## config.mk

```make
export PLATFORM = sky130hd
export DESIGN_NAME = mem_bus_arbiter
export DESIGN_NICKNAME = d
export VERILOG_FILES = /design/src/rtl/mem_bus_arbiter_pkg.sv /design/src/rtl/mem_bus_arbiter_rr_pick3.sv /design/src/rtl/mem_bus_arbiter.sv
export SDC_FILE = /design/constraint.sdc
export NUM_CORES = 1
export LEC_CHECK = 0
export CAP_MARGIN = 20
export CORE_MARGIN = 2
export CORE_UTILIZATION = 42
export DETAILED_ROUTE_END_ITERATION = 12
export HOLD_SLACK_MARGIN = 0.06
export PLACE_DENSITY_LB_ADDON = 0.3
export SLEW_MARGIN = 20
export SYNTH_ARGS = -nofsm -noshare
export SYNTH_HDL_FRONTEND = slang
export SYNTH_SLANG_ARGS = --single-unit
```

## constraint.sdc

```tcl
create_clock -name CLK -period 3.5 [get_ports CLK]
set_clock_uncertainty 0.15 [all_clocks]
set_input_delay 0.7 -clock CLK [delete_from_list [all_inputs] [get_ports CLK]]
set_output_delay 0.7 -clock CLK [all_outputs]
set_load 0.1 [all_outputs]
```

## src/rtl/mem_bus_arbiter_pkg.sv

```systemverilog
// Shared encodings, widths and request payload type for the memory bus arbiter.
package mem_bus_arbiter_pkg;

    localparam int unsigned ADDR_W  = 16;
    localparam int unsigned DATA_W  = 8;
    localparam int unsigned CNT_W   = 4;
    localparam int unsigned NUM_REQ = 3;

    localparam logic [1:0] ST_IDLE    = 2'd0;
    localparam logic [1:0] ST_SETUP   = 2'd1;
    localparam logic [1:0] ST_ACCESS  = 2'd2;
    localparam logic [1:0] ST_RECOVER = 2'd3;

    localparam logic [1:0] REQ_FETCH = 2'd0;
    localparam logic [1:0] REQ_DATA  = 2'd1;
    localparam logic [1:0] REQ_EXT   = 2'd2;

    typedef struct packed {
        logic              we;
        logic [ADDR_W-1:0] addr;
        logic [DATA_W-1:0] wdata;
    } req_payload_t;

    // Next requester index in round-robin order, wrapping 2 -> 0.
    function automatic logic [1:0] rr_next(input logic [1:0] idx);
        return (idx >= REQ_EXT) ? REQ_FETCH : idx + 2'd1;
    endfunction

endpackage

```

## src/rtl/mem_bus_arbiter_rr_pick3.sv

```systemverilog
// Three-way round-robin pick: first set request bit after LAST, wrapping.
module rr_pick3
    import mem_bus_arbiter_pkg::*;
(
    input  logic [NUM_REQ-1:0] REQ,
    input  logic [1:0]         LAST,
    output logic               VALID,
    output logic [1:0]         WINNER
);

    logic [1:0] first;
    logic [1:0] second;
    logic [1:0] third;

    assign first  = rr_next(LAST);
    assign second = rr_next(first);
    assign third  = rr_next(second);

    always_comb begin
        VALID  = |REQ;
        WINNER = third;
        if (REQ[first]) begin
            WINNER = first;
        end else if (REQ[second]) begin
            WINNER = second;
        end
    end

endmodule

```

## src/rtl/mem_bus_arbiter.sv

```systemverilog
// Round-robin arbiter sharing one memory address/data bus between three
// requesters; each transfer runs SETUP -> ACCESS x N -> RECOVER.
module mem_bus_arbiter
    import mem_bus_arbiter_pkg::*;
#(
    parameter int unsigned ACCESS_CYCLES = 2,
    parameter int unsigned DELAY_RISE    = 0,
    parameter int unsigned DELAY_FALL    = 0
) (
    input  logic              CLK,
    input  logic              RST,
    input  logic [NUM_REQ-1:0] REQ,
    input  logic [NUM_REQ-1:0] WE,
    input  logic [ADDR_W-1:0] ADDR_0,
    input  logic [ADDR_W-1:0] ADDR_1,
    input  logic [ADDR_W-1:0] ADDR_2,
    input  logic [DATA_W-1:0] WDATA_0,
    input  logic [DATA_W-1:0] WDATA_1,
    input  logic [DATA_W-1:0] WDATA_2,
    output logic [NUM_REQ-1:0] ACK,
    output logic [DATA_W-1:0] RDATA,
    output logic [ADDR_W-1:0] MEM_ADDR,
    output logic [DATA_W-1:0] MEM_DATA_OUT,
    output logic              MEM_DATA_OE,
    input  logic [DATA_W-1:0] MEM_DATA_IN,
    output logic              MEM_OE_bar,
    output logic              MEM_WE_bar,
    output logic              BUSY,
    output logic [1:0]        GRANT_INDEX
);

    // Rise/fall delays describe board-level timing only; the registers here are zero-delay.
    if (DELAY_RISE != 0 || DELAY_FALL != 0) begin : g_board_delay
    end

    logic [1:0]         state_q;
    logic [1:0]         state_d;
    logic [CNT_W-1:0]   cnt_q;
    logic [CNT_W-1:0]   cnt_d;
    logic [1:0]         last_q;
    logic [1:0]         last_d;
    logic               we_q;
    logic               we_d;

    logic [NUM_REQ-1:0] ack_d;
    logic [DATA_W-1:0]  rdata_d;
    logic [ADDR_W-1:0]  addr_d;
    logic [DATA_W-1:0]  dout_d;
    logic               doe_d;
    logic               oe_bar_d;
    logic               we_bar_d;
    logic               busy_d;
    logic [1:0]         gidx_d;

    logic               pick_valid;
    logic [1:0]         pick_winner;
    req_payload_t       pick;

    rr_pick3 u_rr_pick3 (
        .REQ    (REQ),
        .LAST   (last_q),
        .VALID  (pick_valid),
        .WINNER (pick_winner)
    );

    // Payload of the requester that would win this cycle.
    always_comb begin
        pick = '0;
        case (pick_winner)
            REQ_FETCH: pick = '{we: WE[0], addr: ADDR_0, wdata: WDATA_0};
            REQ_DATA:  pick = '{we: WE[1], addr: ADDR_1, wdata: WDATA_1};
            default:   pick = '{we: WE[2], addr: ADDR_2, wdata: WDATA_2};
        endcase
    end

    // Next state and next registered outputs; outputs reflect the state being entered.
    always_comb begin
        state_d  = state_q;
        cnt_d    = cnt_q;
        last_d   = last_q;
        we_d     = we_q;
        ack_d    = '0;
        rdata_d  = RDATA;
        addr_d   = MEM_ADDR;
        dout_d   = MEM_DATA_OUT;
        doe_d    = MEM_DATA_OE;
        oe_bar_d = 1'b1;
        we_bar_d = 1'b1;
        gidx_d   = GRANT_INDEX;

        case (state_q)
            ST_IDLE: begin
                doe_d = 1'b0;
                if (pick_valid) begin
                    state_d = ST_SETUP;
                    gidx_d  = pick_winner;
                    we_d    = pick.we;
                    addr_d  = pick.addr;
                    doe_d   = pick.we;
                    if (pick.we) begin
                        dout_d = pick.wdata;
                    end
                end
            end
            ST_SETUP: begin
                state_d  = ST_ACCESS;
                cnt_d    = CNT_W'(ACCESS_CYCLES - 1);
                oe_bar_d = we_q;
                we_bar_d = !we_q;
            end
            ST_ACCESS: begin
                if (cnt_q == '0) begin
                    state_d = ST_RECOVER;
                    ack_d   = 3'b001 << GRANT_INDEX;
                    if (!we_q) begin
                        rdata_d = MEM_DATA_IN;
                    end
                end else begin
                    cnt_d    = cnt_q - CNT_W'(1);
                    oe_bar_d = we_q;
                    we_bar_d = !we_q;
                end
            end
            ST_RECOVER: begin
                state_d = ST_IDLE;
                last_d  = GRANT_INDEX;
                doe_d   = 1'b0;
            end
            default: begin
                state_d = ST_IDLE;
                doe_d   = 1'b0;
            end
        endcase

        busy_d = (state_d != ST_IDLE);
    end

    always_ff @(posedge CLK) begin
        if (RST) begin
            state_q      <= ST_IDLE;
            cnt_q        <= '0;
            last_q       <= REQ_EXT;
            we_q         <= 1'b0;
            ACK          <= '0;
            RDATA        <= '0;
            MEM_ADDR     <= '0;
            MEM_DATA_OUT <= '0;
            MEM_DATA_OE  <= 1'b0;
            MEM_OE_bar   <= 1'b1;
            MEM_WE_bar   <= 1'b1;
            BUSY         <= 1'b0;
            GRANT_INDEX  <= REQ_FETCH;
        end else begin
            state_q      <= state_d;
            cnt_q        <= cnt_d;
            last_q       <= last_d;
            we_q         <= we_d;
            ACK          <= ack_d;
            RDATA        <= rdata_d;
            MEM_ADDR     <= addr_d;
            MEM_DATA_OUT <= dout_d;
            MEM_DATA_OE  <= doe_d;
            MEM_OE_bar   <= oe_bar_d;
            MEM_WE_bar   <= we_bar_d;
            BUSY         <= busy_d;
            GRANT_INDEX  <= gidx_d;
        end
    end

endmodule

```

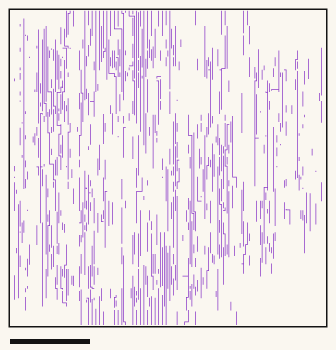
**Above:** run 1 (metal 2).
Scale bar: 20 µm.
- nets with wire on the layer: 386
- wire length on this layer: 3,040 µm
- share of all routed wire: 47%

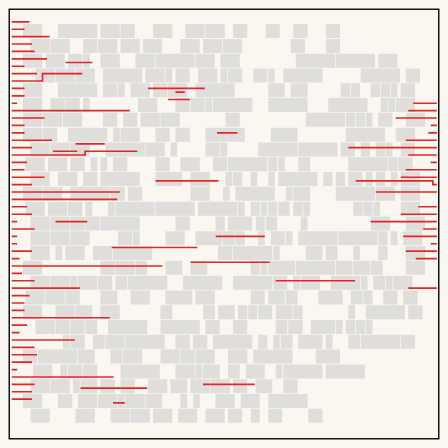
**Above:** run 1 (signal wires on met3).
- nets with wire on the layer: 85
- share of all routed wire: 8.7%

==> impl_metrics.csv, run 1 <==
group,metric,value,unit
cts,ctsHoldBuffers,0,
grt,grt.total_usage,20.7,%
final_timing,max_clock_freq,383,MHz
logic_synthesis,floorplan.nets,353,
setup_path,cp_max_fo,2,
setup_path,arrival,1.76,ns
setup_path,cp.required,2.65,ns
cts,postCtsSetupRepairBufs,0,
cts,clkSinkCount,50,
setup_path,worstSetupStartpointType,"register",
placement,dpl_cell_area,3530,µm²
cells_and_area,num-nets-final,472,
cts,clockBufferDepth,2,
placement,placed_cells,444,
cts,cts_resized,0,
pwr,power.density,921,nW/µm²
pwr,p_leak,1.44,nW
logic_synthesis,syn_area,2340,µm²
cells_and_area,finalNonFillerCells,452,
cts,root_buffer,"clkbuf_8",
logic_synthesis,yosysUniqueCellTypes,40,
setup_path,crit_path_end_kind,"output pin",
logic_synthesis,yosysTopAreaCell,"dfxtp_1",
floorplanning,die_area,6190,µm²
logic_synthesis,top_area_share,42.7,%
final_timing,finalHoldViolCount,0,
floorplanning,die_w,78.7,µm
pwr,switchingPower,1.90,mW
final_timing,relSlewSlack,35.9,%
grt,antenna_found_initial,0,
pwr,clock_power_share,10.4,%
cells_and_area,area_growth,54.5,%
outcome,status,"complete, no violations",
logic_synthesis,yosys_warnings,0,
logic_synthesis,synth_cells,260,
setup_path,cp_num_buf_inv,1,
floorplanning,fp_util,43.1,%
cts,numCtsBuffers,5,
run,warning_count,29,
final_timing,tightestPinTransition,0.959,ns
setup_path,crit_type,"register to output pin",
logic_synthesis,syn_avg_cell_area,9.01,µm²
final_timing,tns,0,ns
pwr,p_total,3.33,mW
logic_synthesis,flop_cell,"dfxtp_1",
setup_path,worstPathCellList,"clkdlybuf4s50_1",
placement,hpwl,4800,µm
final_timing,finalMaxSlewViolations,0,
detailed_routing,drtIter0Drc,214,
pwr,combPwrFrac,63.6,%
pwr,ir_drop,432,µV
min_path,hold_class,"register to register",
logic_synthesis,top_cell,"dfxtp_1",
placement,io_buffers,128,
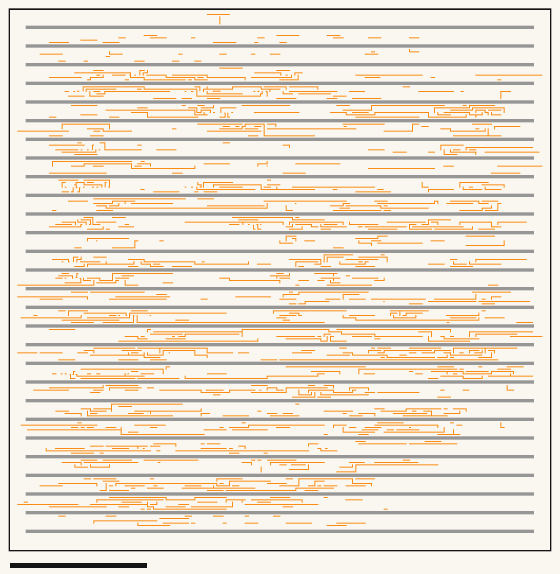
**Above:** run 1 (metal 1).
Scale bar: 20 µm. Supply wires on this layer in gray.
- share of all routed wire: 44%
- longest straight run: 31.7 µm
- wire length on this layer: 2,840 µm
DRT Wirelength: 6480 µm
routing usage on met1: 25.9%
DR vias: 2,389

[run 1: cell usage in the layout, fill, tap and decap left out, types with 2 or more instances in the layout]
cell,n
clkdlybuf4s50_1,88
clkbuf_8,5
nor4b_1,2
nand2_1,24
o21ai_0,13
a32oi_1,9
a21o_1,8
nor2b_1,4
a222oi_1,16
dfxtp_1,50
a211oi_1,17
a211o_1,2
buf_4,44
mux2i_1,9
ha_1,5
nor3_1,6
nor2_1,27
a21oi_1,12
nand3b_1,2
nand2b_1,10
inv_1,6
[run 1: kinds of logic (layout without fill, tap and decap cells)]
| kind of cell | after synthesis | in the layout | share of synthesized area [%] |
|---|---|---|---|
| and+or+nand+nor | 85 | 85 | 17.6 |
| AOI/OAI and AO/OA | 84 | 84 | 26.8 |
| DFF | 50 | 50 | 42.7 |
| buffers and inverters | 27 | 147 | 6.30 |
| muxes | 9 | 9 | 3.85 |
| adders and majority gates | 5 | 5 | 2.67 |
[run 1: power by group through the flow]
stage | registers (mW) | logic [mW] | clock network [mW]
after floorplan | 1.95 | 0.583 | 0
after global placement | 0.871 | 2.11 | 0
after detailed placement | 0.877 | 2.13 | 0
after CTS | 0.867 | 2.13 | 0.356
after global routing | 0.890 | 2.24 | 0.382
final | 0.866 | 2.12 | 0.346
[run 1: sequential cells by signal, summed over array words and instances (netlist names)]
| name | count |
|---|---|
| MEM_ADDR | 16 |
| MEM_DATA_OUT | 8 |
| RDATA | 8 |
| cnt_q | 4 |
| ACK | 3 |
| GRANT_INDEX | 2 |
| last_q | 2 |
| state_q | 2 |
| BUSY | 1 |
| MEM_DATA_OE | 1 |
| MEM_OE_bar | 1 |
| MEM_WE_bar | 1 |
| we_q | 1 |
[run 1: layer usage]
metal / vias to the layer above / part of all wire [%] / global-route usage (%)
li1: 1202 / - / -
met3: 5 / 8.7 / 5.75
met1: 1077 / 44 / 25.9
met2: 105 / 47 / 35.1
met5: - / 0 / 0
met4: 0 / 0.65 / 5.09
[run 1: worst paths after layout]
path,from,to,slack (ns),cells past startpoint
worst max-delay path,RDATA[7],RDATA[7],0.89,1
worst min-delay path,MEM_DATA_OE,MEM_DATA_OE,0.32,2
worst max register to register,state_q[0],RDATA[5],1.29,6
worst min register to register,MEM_DATA_OE,MEM_DATA_OE,0.32,2
[run 1: final cells by class]
cell class              count  area (µm²)
inverters                   6        22.5
multi-input cells         183        1200
flip-flops and latches     50        1000
clock inverters             3        25.0
fillers                   473        1820
repair buffers            133        1220
clock buffers               5        68.8
well taps                  72        90.1
[run 1: worst register-to-register path, stage by stage, from the launching register on]
cell	delay [ns]
dfxtp_1	0.35
inv_1	0.09
ha_1	0.29
nand3b_1	0.46
nor2_1	0.56
nand2_1	0.12
a21oi_1	0.14
**Run 1: track usage over the die**

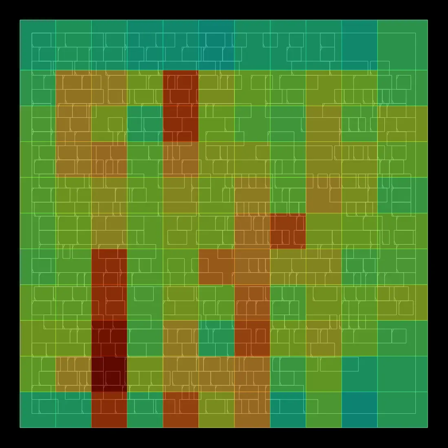

==> run 2: changes to the inputs <==
Settings changed: CORE_UTILIZATION 42 to 39.
Clock period 3.5 ns to 2.5 ns, I/O delays scaled along.
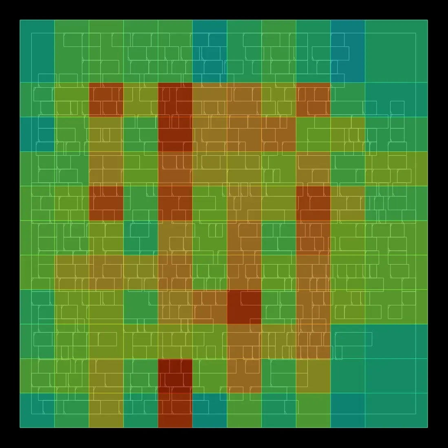
**Above:** run 2 (track usage over the die).
routing usage on met1: 23.1%
met2 Track Usage GR: 34.2%
final core occ: 63.5%
Avg WL per Cell: 14.3 µm
GRT busiest layer: met2

==> impl_metrics.csv, run 2 <==
group,metric,value,unit
detailed_routing,drtIter0Drc,162,
cells_and_area,fill_cells,512,
final_timing,finalHoldViolCount,0,
placement,placed_cells,457,
cells_and_area,finalNonFillerCells,465,
detailed_routing,num_vias,2393,
logic_synthesis,yosysUniqueCellTypes,40,
cells_and_area,layout.cells.most_common,"clkdlybuf4s50_1",
cts,ctsHoldBuffers,0,
logic_synthesis,floorplan.nets,353,
logic_synthesis,syn_area,2340,µm²
final_timing,relSlewSlack,55.1,%
setup_path,crit_path_end_kind,"register",
cells_and_area,num-nets-final,482,
cts,cts_resized,0,
logic_synthesis,top_cell,"dfxtp_1",
floorplanning,die_w,81.5,µm
setup_path,cp.required,2.51,ns
final_timing,finalMaxSlewViolations,0,
run,warning_count,29,
cts,clockBufferDepth,2,
outcome,status,"complete, no violations",
detailed_routing,drt_wl_total,6660,µm
cells_and_area,regMostFlops,"MEM_ADDR",
cells_and_area,lay_top_cells,"clkdlybuf4s50_1 (86), buf_4 (56), dfxtp_1 (50), nor2_1 (27), nand2_1 (24)",
logic_synthesis,flop_cell,"dfxtp_1",
final_timing,tightestPinTransition,0.674,ns
logic_synthesis,syn_avg_cell_area,9.01,µm²
cts,postCtsSetupRepairBufs,0,
final_timing,max_clock_freq,451,MHz
pwr,p_leak,1.51,nW
logic_synthesis,yosys_warnings,0,
cts,clkSinkCount,50,
grt,grt.total_usage,19.6,%
pwr,ir_drop,894,µV
setup_path,crit_type,"input pin to register",
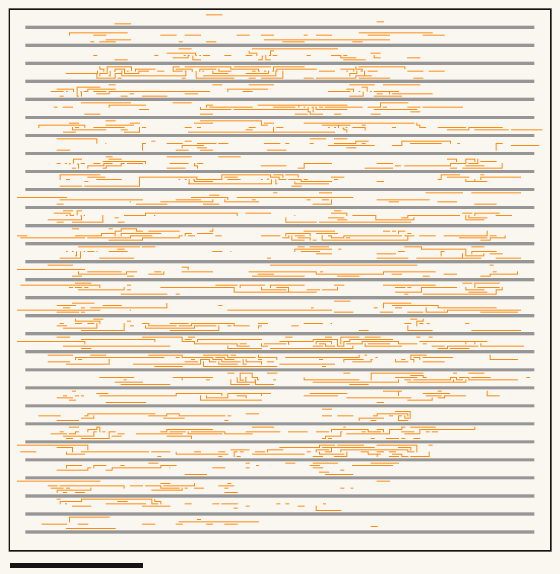
**Above:** run 2 (metal 1).
Scale bar: 20 µm. Supply wires on this layer in gray.
- longest straight run: 22.1 µm
- share of all routed wire: 42%
- main direction: horizontal
- wire length on this layer: 2,770 µm
- nets with wire on the layer: 408

[run 2: path summary, 6_finish.rpt]
path                             startpoint           to  slack (ns)  depth (start not counted)
worst max-delay path                 REQ[1]  MEM_ADDR[2]        0.28                          6
worst min-delay path            MEM_DATA_OE  MEM_DATA_OE        0.31                          2
worst max register to register    last_q[1]  MEM_ADDR[2]        0.63                          5
worst min register to register  MEM_DATA_OE  MEM_DATA_OE        0.31                          2
[run 2: power by group]
part / internal (mW) / switching [mW]
clock: 0.303 / 0.277
combinational: 0.792 / 2.23
sequential: 1.05 / 0.163
[run 2: through the flow]
stage / total power, mW / setup TNS (ns) / utilization [%] / cell area [µm²] / hold slack (ns)
4_1_cts: 4.85 / 0 / 63.5 / 3720 / 0.316
5_1_grt: 5.06 / 0 / 63.5 / 3720 / 0.352
3_5_place_dp: 4.26 / -0.0377 / 61.5 / 3600 / 0.303
3_3_place_gp: 4.22 / 0 / 61.5 / 3600 / 0.303
6_report: 4.81 / 0 / 63.5 / 3720 / 0.313
2_1_floorplan: 3.55 / 0 / - / 2340 / 0.295
[run 2: cell families after synthesis]
family	share of synthesized area, %
AND-OR/OR-AND	26.8
adder cells (fa/ha/maj)	2.67
buffers and inverters	6.30
flip-flops	42.7
multiplexers	3.85
AND/OR/NAND/NOR	17.6
[run 2: final cells by class]
type | instances | area [µm²] | share of cell area, %
timing repair buffer | 143 | 1290 | 34.6
multi-input combinational | 183 | 1200 | 32.2
sequential | 50 | 1000 | 26.9
tap | 75 | 93.8 | 2.53
clock buffer | 5 | 68.8 | 1.85
clock inverter | 3 | 47.5 | 1.28
inverter | 6 | 22.5 | 0.606
[run 2: critical path, delay by kind of cell]
kind            cells  cell delay, ns
compound gates      3            0.82
buf+inv             1            0.48
simple gates        2            0.43
[run 2: layer usage]
| metal | share of wire [%] | routed length [µm] |
|---|---|---|
| met1 | 42 | 2770 |
| met4 | 1.2 | 78 |
| met5 | 0 | 0 |
| met2 | 50 | 3340 |
| met3 | 6.9 | 462 |
==> run 3: changes to the inputs <==
Settings changed: GPL_ROUTABILITY_DRIVEN from default to 0.
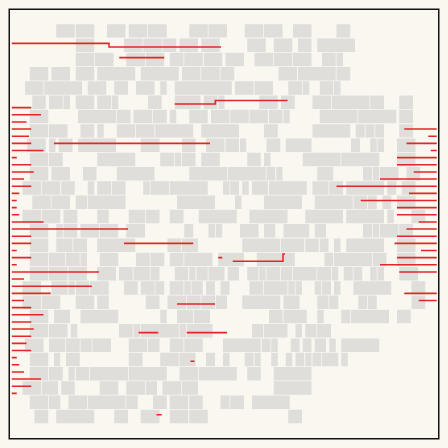
**Above:** run 3 (signal wires on met3).
global-route met3 utilization: 5.05%
DR vias: 2,393
DRT Wirelength: 6660 µm

==> impl_metrics.csv, run 3 <==
group,metric,value,unit
logic_synthesis,flop_cell,"dfxtp_1",
setup_path,r2r-start,"last_q[1]",
setup_path,cp-startpoint,"REQ[1]",
min_path,min_from,"MEM_DATA_OE",
grt,grt.total_usage,19.6,%
final_timing,finalHoldViolCount,0,
cts,cts_resized,0,
cells_and_area,lay_top_cells,"clkdlybuf4s50_1 (86), buf_4 (56), dfxtp_1 (50), nor2_1 (27), nand2_1 (24)",
final_timing,relSlewSlack,55.1,%
logic_synthesis,yosysUniqueCellTypes,40,
cts,clkSinkCount,50,
cells_and_area,regMostFlops,"MEM_ADDR",
floorplanning,die_w,81.5,µm
logic_synthesis,syn_avg_cell_area,9.01,µm²
setup_path,cp_max_fo,17,
detailed_routing,drtIter0Drc,162,
grt,grt_first_pass_wirelength,10000,µm
logic_synthesis,yosys_warnings,0,
setup_path,cp_num_buf_inv,1,
final_timing,tightestPinTransition,0.674,ns
run,warning_count,29,
final_timing,hold_ws,0.313,ns
final_timing,max_clock_freq,451,MHz
setup_path,crit_type,"input pin to register",
final_timing,finalMaxSlewViolations,0,
cts,ctsHoldBuffers,0,
cells_and_area,finalNonFillerCells,465,
cts,postCtsSetupRepairBufs,0,
setup_path,crit_path_end_kind,"register",
pwr,ir_drop,894,µV
logic_synthesis,syn_area,2340,µm²
cells_and_area,comb_area,1200,µm²
cts,clockBufferDepth,2,
outcome,status,"complete, no violations",
detailed_routing,wl_per_cell,14.3,µm
cells_and_area,utilization,63.5,%
cells_and_area,num-nets-final,482,
cells_and_area,layout.cells.most_common,"clkdlybuf4s50_1",
setup_path,cp.required,2.51,ns
placement,placed_cells,457,
logic_synthesis,top_cell,"dfxtp_1",
cells_and_area,seq_area,1000,µm²
pwr,p_leak,1.51,nW
logic_synthesis,ys.flops,50,
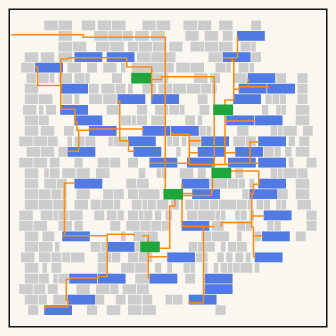
**Above:** run 3 (clock distribution).
- clock wires: orange (length 584 µm)
- flip-flops: blue (count 50)
- clock drivers: green (count 5)
- flops lie: all over the die
- routed clock nets: 6

## run 3: cell counts in the layout (fill, tap and decap cells not counted)
No cell type changed its count.
## run 3: cell type report
class / instances / area share, %
Timing Repair Buffer: 143 / 34.6
Multi-Input combinational cell: 183 / 32.2
Clock inverter: 3 / 1.28
Tap cell: 75 / 2.53
Clock buffer: 5 / 1.85
Inverter: 6 / 0.606
Sequential cell: 50 / 26.9
## run 3: kinds of logic (layout without fill, tap and decap cells)
logic type	count (synthesis)	in the layout	share of synthesized area [%]
DFF	50	50	42.7
buffers and inverters	27	157	6.30
adders and majority gates	5	5	2.67
AOI/OAI and AO/OA	84	84	26.8
and+or+nand+nor	85	85	17.6
muxes	9	9	3.85
## run 3: path summary, 6_finish.rpt
check	slack [ns]	cells after the start	end
setup / recovery	0.28	6	MEM_ADDR[2]
hold / removal	0.31	2	MEM_DATA_OE
setup reg to reg	0.63	5	MEM_ADDR[2]
hold reg to reg	0.31	2	MEM_DATA_OE
## run 3: worst register-to-register path, cell delays in order, from the launching register on
cell	delay (ns)
dfxtp_1	0.39
or4_1	0.54
nand3_2	0.13
buf_4	0.19
a222oi_1	0.12
a211oi_1	0.26
## run 3: per-layer routing
| metal | vias to the layer above | global-route usage, % | share of wire (%) |
|---|---|---|---|
| met5 | - | 0 | 0 |
| met3 | 6 | 5.05 | 6.9 |
| met4 | 0 | 7.46 | 1.2 |
| met1 | 1077 | 23.1 | 42 |
| li1 | 1227 | - | - |
| met2 | 83 | 34.2 | 50 |
## run 3: through the flow
| stage | instance area [µm²] | setup slack (ns) | total power, mW | TNS, ns |
|---|---|---|---|---|
| 2_1_floorplan | 2340 | 0.463 | 3.55 | 0 |
| 3_3_place_gp | 3600 | 0.0495 | 4.22 | 0 |
| 5_1_grt | 3720 | 0.189 | 5.06 | 0 |
| 4_1_cts | 3720 | 0.305 | 4.85 | 0 |
| 3_5_place_dp | 3600 | -0.0324 | 4.26 | -0.0377 |
| 6_report | 3720 | 0.281 | 4.81 | 0 |
## run 3: power breakdown
| part | total [mW] | switching (mW) | internal [mW] |
|---|---|---|---|
| Clock | 0.581 | 0.277 | 0.303 |
| Combinational | 3.02 | 2.23 | 0.792 |
| Sequential | 1.21 | 0.163 | 1.05 |
Power figures rest on the tool's default switching activity, not on a simulated workload.
